==> src/rtl/uart_rx_cfg.sv <==
// Configurable UART receiver: mid-bit sampling, optional odd/even parity, one or two
// stop bits, and a valid/ready output register carrying per-frame error flags.
module uart_rx_cfg #(
  parameter int CLK_FRE   = 50,
  parameter int BAUD_RATE = 115200,
  parameter int DATA_BITS = 8,
  parameter int PARITY    = 0,
  parameter int STOP_BITS = 1
) (
  input  logic                 clk,
  input  logic                 rst_n,
  input  logic                 rx_rxd,
  output logic [DATA_BITS-1:0] rx_data,
  output logic                 rx_data_valid,
  input  logic                 rx_data_ready,
  output logic                 parity_err,
  output logic                 frame_err,
  output logic                 overrun_err,
  output logic                 busy
);

  localparam int CYCLE = CLK_FRE * 1000000 / BAUD_RATE;
  localparam int HALF  = CYCLE / 2;
  localparam int CW    = (CYCLE > 1) ? $clog2(CYCLE) : 1;

  localparam logic [CW-1:0] HALF_LAST  = CW'(HALF - 1);
  localparam logic [CW-1:0] CYCLE_LAST = CW'(CYCLE - 1);
  localparam logic [3:0]    DATA_LAST  = 4'(DATA_BITS - 1);
  localparam logic [3:0]    STOP_LAST  = 4'(STOP_BITS - 1);

  generate
    if (CYCLE < 4) begin : g_cycle_chk
      $error("uart_rx_cfg: CLK_FRE/BAUD_RATE gives fewer than 4 clocks per bit");
    end
    if (DATA_BITS < 5 || DATA_BITS > 9) begin : g_data_chk
      $error("uart_rx_cfg: DATA_BITS must be 5..9");
    end
    if (PARITY < 0 || PARITY > 2) begin : g_par_chk
      $error("uart_rx_cfg: PARITY must be 0, 1 or 2");
    end
    if (STOP_BITS < 1 || STOP_BITS > 2) begin : g_stop_chk
      $error("uart_rx_cfg: STOP_BITS must be 1 or 2");
    end
  endgenerate

  typedef enum logic [2:0] {
    ST_IDLE,
    ST_START,
    ST_DATA,
    ST_PARITY,
    ST_STOP
  } state_t;

  state_t                 state, state_n;
  logic [CW-1:0]          cnt, cnt_n;
  logic [3:0]             bit_cnt, bit_cnt_n;
  logic [DATA_BITS-1:0]   shift, shift_n;
  logic                   par_pend, par_pend_n;
  logic                   frm_pend, frm_pend_n;
  logic                   frame_done;
  logic                   rx_meta, rx_sync, rx_prev;
  logic                   fall;
  logic                   tick;
  logic                   exp_par;

  // Synchronizer and edge history all reset high so reset release never looks like a start edge.
  always_ff @(posedge clk or negedge rst_n) begin
    if (!rst_n) begin
      rx_meta <= 1'b1;
      rx_sync <= 1'b1;
      rx_prev <= 1'b1;
    end else begin
      rx_meta <= rx_rxd;
      rx_sync <= rx_meta;
      rx_prev <= rx_sync;
    end
  end

  assign fall    = rx_prev & ~rx_sync;
  assign tick    = (cnt == CYCLE_LAST);
  assign exp_par = (PARITY == 1) ? ~(^shift) : (^shift);
  assign busy    = (state != ST_IDLE);

  always_ff @(posedge clk or negedge rst_n) begin
    if (!rst_n) begin
      state    <= ST_IDLE;
      cnt      <= '0;
      bit_cnt  <= '0;
      shift    <= '0;
      par_pend <= 1'b0;
      frm_pend <= 1'b0;
    end else begin
      state    <= state_n;
      cnt      <= cnt_n;
      bit_cnt  <= bit_cnt_n;
      shift    <= shift_n;
      par_pend <= par_pend_n;
      frm_pend <= frm_pend_n;
    end
  end

  always_comb begin
    state_n    = state;
    cnt_n      = cnt;
    bit_cnt_n  = bit_cnt;
    shift_n    = shift;
    par_pend_n = par_pend;
    frm_pend_n = frm_pend;
    frame_done = 1'b0;
    case (state)
      ST_IDLE: begin
        cnt_n     = '0;
        bit_cnt_n = '0;
        if (fall) begin
          state_n    = ST_START;
          par_pend_n = 1'b0;
          frm_pend_n = 1'b0;
        end
      end
      // A line that is high again at mid start bit was only a glitch.
      ST_START: begin
        if (cnt == HALF_LAST) begin
          cnt_n   = '0;
          state_n = rx_sync ? ST_IDLE : ST_DATA;
        end else begin
          cnt_n = cnt + CW'(1);
        end
      end
      ST_DATA: begin
        if (tick) begin
          cnt_n   = '0;
          shift_n = {rx_sync, shift[DATA_BITS-1:1]};
          if (bit_cnt == DATA_LAST) begin
            bit_cnt_n = '0;
            state_n   = (PARITY != 0) ? ST_PARITY : ST_STOP;
          end else begin
            bit_cnt_n = bit_cnt + 4'd1;
          end
        end else begin
          cnt_n = cnt + CW'(1);
        end
      end
      ST_PARITY: begin
        if (tick) begin
          cnt_n      = '0;
          par_pend_n = (rx_sync != exp_par);
          state_n    = ST_STOP;
        end else begin
          cnt_n = cnt + CW'(1);
        end
      end
      // Leave straight after the last stop sample so the next start edge is caught early.
      ST_STOP: begin
        if (tick) begin
          cnt_n = '0;
          if (!rx_sync) frm_pend_n = 1'b1;
          if (bit_cnt == STOP_LAST) begin
            bit_cnt_n  = '0;
            state_n    = ST_IDLE;
            frame_done = 1'b1;
          end else begin
            bit_cnt_n = bit_cnt + 4'd1;
          end
        end else begin
          cnt_n = cnt + CW'(1);
        end
      end
      default: state_n = ST_IDLE;
    endcase
  end

  // Output holding register: a completing frame loads only if the slot is free or draining now.
  always_ff @(posedge clk or negedge rst_n) begin
    if (!rst_n) begin
      rx_data       <= '0;
      rx_data_valid <= 1'b0;
      parity_err    <= 1'b0;
      frame_err     <= 1'b0;
      overrun_err   <= 1'b0;
    end else begin
      overrun_err <= 1'b0;
      if (frame_done && (!rx_data_valid || rx_data_ready)) begin
        rx_data       <= shift;
        parity_err    <= par_pend;
        frame_err     <= frm_pend_n;
        rx_data_valid <= 1'b1;
      end else begin
        if (frame_done) overrun_err <= 1'b1;
        if (rx_data_valid && rx_data_ready) begin
          rx_data_valid <= 1'b0;
          parity_err    <= 1'b0;
          frame_err     <= 1'b0;
        end
      end
    end
  end

endmodule

==> config.mk <==
export PLATFORM = sky130hd
export DESIGN_NAME = uart_rx_cfg
export DESIGN_NICKNAME = d
export VERILOG_FILES = /design/src/rtl/uart_rx_cfg.sv
export SDC_FILE = /design/constraint.sdc
export NUM_CORES = 1
export LEC_CHECK = 0
export ABC_AREA = 1
export CORE_UTILIZATION = 62
export DETAILED_ROUTE_END_ITERATION = 16
export PLACE_DENSITY = 0.93
export RECOVER_POWER = 100
export SLEW_MARGIN = 10
export SYNTH_ARGS = -nofsm -noshare
export SYNTH_HDL_FRONTEND = slang
export SYNTH_SLANG_ARGS = --single-unit
==> constraint.sdc <==
create_clock -name clk -period 2.5 [get_ports clk]
set_input_delay 0.5 -clock clk [delete_from_list [all_inputs] [get_ports clk]]
set_output_delay 0.5 -clock clk [all_outputs]
set_load 0.01 [all_outputs]
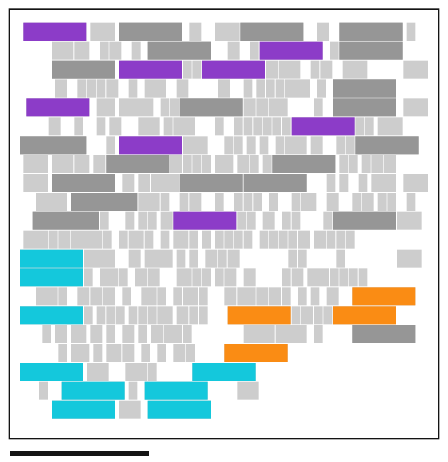
*Sequential cells coloured by netlist name*
The bar under the picture is 20 um long. Other sequential cells in the stronger grey, the rest of the logic in the fainter grey.
Cyan stands for `cnt`, flops 9, where bottom left. Purple stands for `shift`, flops 8. Orange stands for `bit_cnt`, flops 4.
Another 20 sequential cells are not coloured.
Storage cell area: 0.00103 mm2
register share of the cell area: 43.5%
reported sequential group power: 0.000753 W
Final Util: 70.4%

==> results.rst <==
Flow metrics
------------

.. list-table::
   :header-rows: 1

   * - Metric
     - Value
   * - Length in cells of the worst reg-to-reg path
     - 8
   * - Number of rows created at floorplan
     - 21
   * - Total inserted antenna cells
     - 0
   * - Post-CTS Setup Bufs
     - 0
   * - Cells taking the most area after synthesis
     - sky130_fd_sc_hd__dfrtp_1, sky130_fd_sc_hd__nand2_1, sky130_fd_sc_hd__inv_1, sky130_fd_sc_hd__o21ai_2, sky130_fd_sc_hd__nand3_1
   * - Portion of total power attributed to combinational logic
     - 31.0%
   * - Arrival time of data at the critical path endpoint
     - 1770 ps
   * - Worst-path clk slew
     - 120 ps
   * - Cell count in the Yosys report
     - approximately 270
   * - Leak pwr
     - 1.23 nW
   * - Registers, synthesis
     - 41
   * - Failing checks
     - max-capacitance violations, max-slew violations
   * - Worst setup slack after placement
     - 630 ps
   * - Maximum fanout along the worst path
     - 6
   * - Register-to-Register Setup Slack
     - 490 ps
   * - Yosys synthesis warning count
     - 0
   * - Total Nets Final
     - 296
   * - Switching part of the total power
     - about two fifths
   * - Launching point of the worst reg2reg path
     - cnt[1]
   * - Run status
     - finished, violations left
   * - Top library cells by usage in the layout, fill and taps aside
     - sky130_fd_sc_hd__nand2_1, sky130_fd_sc_hd__inv_1, sky130_fd_sc_hd__dfrtp_1, sky130_fd_sc_hd__nand3_1, sky130_fd_sc_hd__o21ai_0
   * - Global placer's final weighted congestion
     - around 0.9
   * - Gate count after technology mapping
     - 267
   * - Via total after detailed routing
     - 1754
   * - Proportion of power drawn by the clock network
     - 22.2%
   * - FP Util
     - 65.6%
   * - Die X-Extent
     - 61.6 um
   * - Area fraction of the dominant cell type after synthesis
     - 43.1%
   * - Global-route wire length before repair
     - ~6400 um
   * - Largest area contributor in the netlist
     - sky130_fd_sc_hd__dfrtp_1
   * - Syn Std Cell Area
     - approximately 0.0022 mm2
   * - Pin count of the biggest net entering global routing
     - ~42
   * - Clock Skew
     - 12.9 ps
   * - Kind of start point of the critical path
     - flop
   * - Minimum clock period
     - 2270 ps
   * - Chip footprint
     - ~0.0038 mm2
   * - Buffers on Ports
     - 16
   * - Synthesized area per cell
     - 8.26 um2
   * - RSZ-0062 raised after global routing
     - false
   * - Critical Setup Path Class
     - flop to primary output
   * - DRC violation count after routing
     - 0
   * - Proportion of synthesized chip area in sequential cells
     - 46.7%
   * - Design internal power
     - 0.000992 W
   * - Fraction of synthesis flops using an asynchronous set or reset pin
     - 100%
   * - Number of synthesized flops with an enable pin
     - 0
   * - TritonCTS sink count
     - 41
   * - Final Hold Violating Endpoints
     - 0
   * - Post-cts resize count
     - 0
   * - H-tree lvl count
     - 2
   * - Achievable clock frequency
     - ~440 MHz
   * - Fraction of power consumed by sequential logic
     - 46.8%
   * - Area figure in the yosys stat output
     - 0.00220 mm2
   * - Cell chosen for the clock root
     - sky130_fd_sc_hd__clkbuf_4
   * - Initial antenna violation count
     - 0
   * - Final Slew Violations
     - 42
   * - Number of global-route vias before repair
     - 1529
   * - Beginning of the worst hold path
     - rx_meta
   * - Commonest flop
     - sky130_fd_sc_hd__dfrtp_1
   * - Actual transition at the worst max-transition pin
     - 2060 ps
   * - DRT antenna net count
     - 0
   * - Number of instances on the worst hold path
     - 0
   * - Hold EP
     - rx_sync
   * - Worst setup margin
     - about 230 ps
   * - Post-route clock period utilization
     - 90.9%
   * - Half-perimeter wire length after placement
     - 2870 um
   * - DRC marker count from the first detailed-route iteration
     - 112
   * - Cell area power density
     - approximately 680 mW/mm2
   * - Data required time at the worst endpoint
     - approximately 2000 ps
   * - DRT Pass-1 Iters
     - 4
   * - Relative slew slack
     - -37.6%
   * - Max-cap violation count
     - 1
   * - Terminus of the critical flop-to-flop path
     - rx_data[4]
   * - Total Neg Setup Slack
     - 0 ps
   * - Synthesized net count
     - around 280
   * - Number of vias per cell
     - 5.25
   * - Total routed wirelength
     - 3950 um
   * - Die height
     - 61.6 um
   * - Number of buffers added by the clock tree synthesis step
     - 5
   * - Layout cell share with drive strength beyond 1
     - 7.99%
   * - Layout overhead on the synthesized area
     - 7.38%
   * - Maximum ir drop on the vdd rail
     - between 0.0005 and 0.0006 V
   * - CTS Hold Bufs
     - 0
   * - Fill cell instance count of the final layout
     - 287
   * - # setup viols final
     - 0
   * - Clock latency on the worst-skew pair
     - 360 ps
   * - OpenROAD warnings
     - 29
   * - Clock tree from TritonCTS
     - built
   * - Most frequent logic cell in the layout
     - sky130_fd_sc_hd__nand2_1
   * - Hold Path Class
     - flop to flop
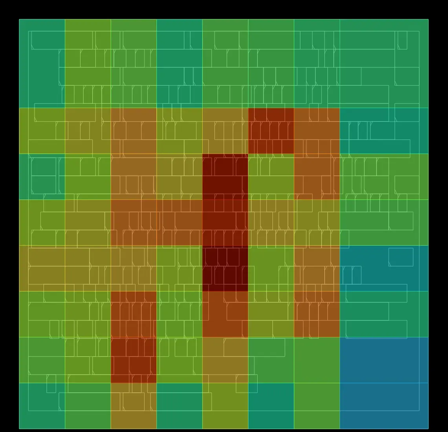
*Routing congestion map*
met1 global-route usage: 30.6%
Wirelength per Cell: 11.8 um
most utilized layer in the global route result: met2
global-route met3 utilization: 7.35%
Overall Global Routing Usage: 23.3%

[power groups by stage]
stage          registers (W)  logic, W  clock network [W]
2_1_floorplan       0.000747  0.000424                  0
6_report            0.000753  0.000499           0.000358
3_5_place_dp        0.000765  0.000539                  0
3_3_place_gp        0.000762  0.000523                  0
4_1_cts             0.000753  0.000548           0.000368
5_1_grt             0.000759  0.000580           0.000392
[registers in the layout (all words and copies together) (netlist names), 3 cells and up]
register and count:
cnt 9, bit_cnt 4, shift 8, state 3, rx_data 8
[synthesized netlist by cell type, types with 4 or more instances]
| library cell | count |
|---|---|
| sky130_fd_sc_hd__o21ai_0 | 9 |
| sky130_fd_sc_hd__nand2_1 | 71 |
| sky130_fd_sc_hd__nand4_1 | 4 |
| sky130_fd_sc_hd__dfrtp_1 | 38 |
| sky130_fd_sc_hd__nand2_2 | 8 |
| sky130_fd_sc_hd__inv_1 | 41 |
| sky130_fd_sc_hd__nand3_1 | 23 |
| sky130_fd_sc_hd__nor2_1 | 16 |
| sky130_fd_sc_hd__nor2_2 | 5 |
| sky130_fd_sc_hd__xor2_1 | 8 |
| sky130_fd_sc_hd__ha_1 | 5 |
| sky130_fd_sc_hd__o21ai_2 | 15 |
[routing by layer]
metal	up-vias	wire length (um)	track usage [%]
li1	873	-	-
met1	840	1780	30.6
met2	35	1970	36.6
met3	6	172	7.35
met4	0	28	7.94
met5	-	0	0
[worst max path at each step]
stage | from | slack, ps | end
after floorplan | cnt[1] | 1070 | rx_data[6]
after global placement | rx_data_ready | 680 | rx_data[5]
after detailed placement | rx_data_ready | 630 | rx_data[1]
after CTS | state[0] | 240 | busy
after global routing | rst_n | 100 | cnt[6]
final | state[0] | 230 | busy
[layout make-up]
type                       instances  area [um2]  area share (%)
sequential                        41        1030            43.5
multi-input combinational        179         896            37.8
inverter                          44         165            6.98
timing repair buffer              16         154            6.50
tap                               46        57.6            2.43
clock buffer                       6        51.3            2.17
clock inverter                     2        13.8           0.581
[stage by stage]
step	utilization [%]	cell area, um2	cells	hold WS (ps)	power [W]
floorplan	-	2200	267	204	0.00117
global placement	71.0	2390	326	349	0.00128
detailed placement	71.0	2390	326	351	0.00130
CTS	72.9	2450	334	274	0.00167
global route	70.4	2370	334	382	0.00173
finish	70.4	2370	334	389	0.00161
[logic make-up after synthesis]
group           count (synthesis)  synth area share (%)
simple gates                  135                  27.8
buf+inv                        47                  8.85
xor+xnor                       10                  3.97
fa+ha+maj                       5                  2.84
flops                          41                  46.7
compound gates                 29                  9.88
[critical path, stage by stage (launching register included)]
cell	delay (ps)
sky130_fd_sc_hd__dfrtp_1	380
sky130_fd_sc_hd__inv_1	190
sky130_fd_sc_hd__nand2_4	100
sky130_fd_sc_hd__nor2_1	180
sky130_fd_sc_hd__inv_1	80
sky130_fd_sc_hd__clkdlybuf4s50_1	480
Power is estimated from default activity; no workload was simulated.
